==> config.mk <==
export PLATFORM = sky130hd
export DESIGN_NAME = fetch_stage
export DESIGN_NICKNAME = d
export VERILOG_FILES = /design/src/rtl/fetch_stage.sv
export SDC_FILE = /design/constraint.sdc
export NUM_CORES = 1
export LEC_CHECK = 0
export CORE_MARGIN = 2
export CORE_UTILIZATION = 50
export DETAILED_ROUTE_END_ITERATION = 8
export DONT_BUFFER_PORTS = 1
export PLACE_DENSITY_LB_ADDON = 0.3
export REMOVE_ABC_BUFFERS = 1
export SLEW_MARGIN = 20
export SYNTH_ARGS = -nofsm -noshare
export SYNTH_HDL_FRONTEND = slang
export SYNTH_SLANG_ARGS = --single-unit
==> constraint.sdc <==
create_clock -name clk -period 2.7 [get_ports clk]
set_input_delay 0.405 -clock clk [delete_from_list [all_inputs] [get_ports clk]]
set_output_delay 0.405 -clock clk [all_outputs]
set_load 0.01 [all_outputs]
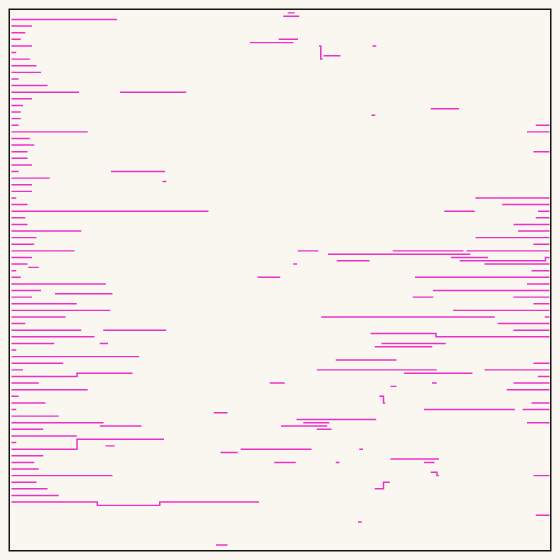
*Signal wires on met3*
share of all routed wire: 9.1%
main direction: horizontal
final WL: 14550 um
GRT met3 Usage: 0.08693
vias after detailed routing: 4900

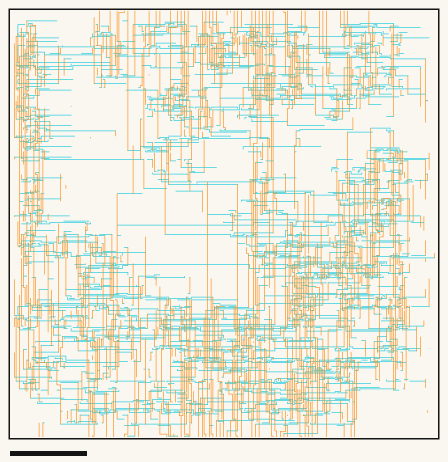
*Wiring by layer*
Scale bar: 20 um. Two of the layers only.
| layer | colour | wire length |
|---|---|---|
| met1 | cyan | 6040 um |
| met2 | orange | 6910 um |
wire per inst: 17.76 um
GRT Util Overall: 0.2335

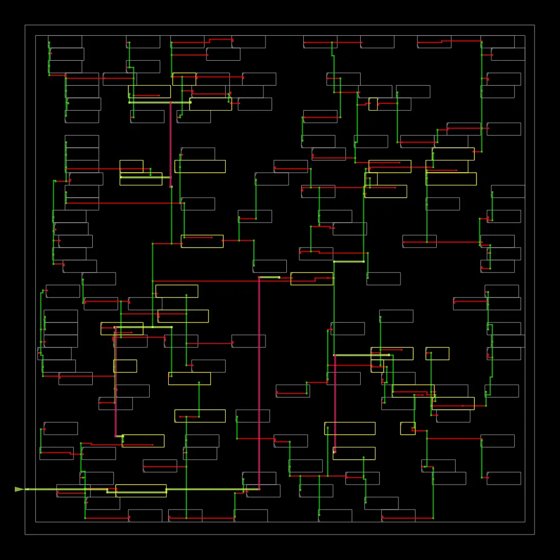
*Clock routing*
Late-Pin Clk Latency: 0.40 ns
number of clock buffers in the layout: 21

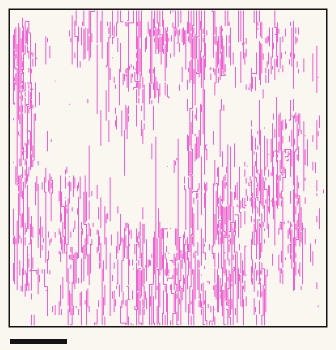
*Met2 routing*
Scale bar: 20 um.
wire length on this layer: 6910 um
nets with wire on the layer: 605
met2 Use GR: 0.3759

==> run notes <==
flow finished, numbers: placed cell area a little under 6000 um2, Clk pwr share 0.546, post-synthesis area per instance between 8 and 9 um2, Bufs and invs on worst path 0, crit-path max FO 7, minimum clock period approximately 2.3 ns, WHS between 0.06 and 0.07 ns, yosys cell count 684, Die Wd 111.1 um, Clock Skew about 0.0049 ns, post-CTS setup buffers 0, combinational share of power 0.039, Max Root-Sink Buffers 2, Slew Limit Fails 0, cell count along the critical path 6, Seq/Total Area, Yosys 0.4364, sequential cell fraction of total power 0.415, DRT met1 WL between 6000 and 7000 um, post-synth top area share 0.4364, Final Power around 4.8 mW, fp_density 0.5065, synthesized netlist cell count 684, Routability Congestion ~0.82, max-cap viol count 0, met2 wire length just under 7000 um, Hold Fails Final Rpt 0, Final Cycle Share 0.8698, Pwr top clock, vias per cell ~6.0, Setup Slack @ Placement 0.3666 ns, # port buffers 0, Detail Route Antenna Nets 0, Reg area between 2000 and 3000 um2, Worst Setup End Kind flop, die height between 100 and 150 um, Ant. Diodes 0, Initial DRC Count ~320, Tool Warnings 29, fraction of layout cells with a size suffix above 1 0.1021, Crit path largest cell delay roughly 0.53 ns, Comb area between 3000 and 4000 um2, cell count of the worst reg-to-reg path 6, Psw 0.9830 mW, top cells, area dfxtp_1 44%, nor2_1 7.7%, a22oi_1 6.8%, CTS HTree Levels 4, Max VDD drop 0.5562 mV, # fillers about 1000, Final Instance Count excl. Fillers approximately 800, final core occ 0.5724, cts repair resizes 0, Post-synth EDFFs 0, Critical Path RT 2.99 ns, CTS Buf Count 17, status complete, no violations, Yosys cell types 55, most numerous logic cell after layout dfxtp_1, DRC violations left 0, # placed instances between 700 and 800, dominant logic cell types in the final layout 125 x dfxtp_1, 116 x nor2_1, 52 x a22oi_1, 49 x nand2_1, 39 x xor2_1, CP delay by family, top simple AND/OR/NAND/NOR gates, cell-by-cell trace of the critical path ha_1 -> nand3_2 -> nor4_4 -> nand3_1 -> a21o_1 -> a22o_1, largest net degree at the start of global routing 109, crit start category flop, Area Overhead vs Synth 13.00%, number of global-route vias before repair 4769, area leader, netlist dfxtp_1, power per cell area about 740 nW/um2, hold depth 1, sequential-cell power consumption between 1.5 and 2 mW, Slew @ Worst Pin roughly 0.91 ns, Crit-path slowest cell nor4_4, Setup Viol. Count Final 0, Int Power roughly 3.8 mW, TritonCTS Sinks between 100 and 150, met1 GRT Util 0.2805, Core ar. roughly 11000 um2, Ports roughly 200, Setup TNS 0 ns, Hold Buf Count CTS 0, Final nets approximately 730, DIE AREA 12340 um2, clk slew on worst S/H paths about 0.05 ns, CTS Root Cell clkbuf_16
[synthesized netlist by cell type (all sizes together), types with 7 or more instances]
master	n
a21oi	28
a22oi	52
a31oi	7
and3	11
buf	18
clkbuf	35
dfxtp	125
nand2	49
nand3	30
nand4	22
nor2	117
nor3	16
o21ai	33
or2	12
xnor2	18
xor2	39
[kinds of logic after synthesis]
kind of cell               synth area share
AOI/OAI and AO/OA                    0.1641
buffers and inverters               0.04320
xor gates and xnor gates            0.08706
and+or+nand+nor                      0.2535
adders and majority gates          0.004363
other                             0.0006540
DFF                                  0.4364
muxes                               0.01069
[final cells by class]
cell class	count	share of cell area
multi-input combinational	502	0.4630
sequential	125	0.3862
clock buffer	21	0.07415
clock inverter	10	0.03225
tap	143	0.02761
timing repair buffer	11	0.01274
inverter	7	0.004055
No activity file was given, so power comes from the tool's default toggle rates.
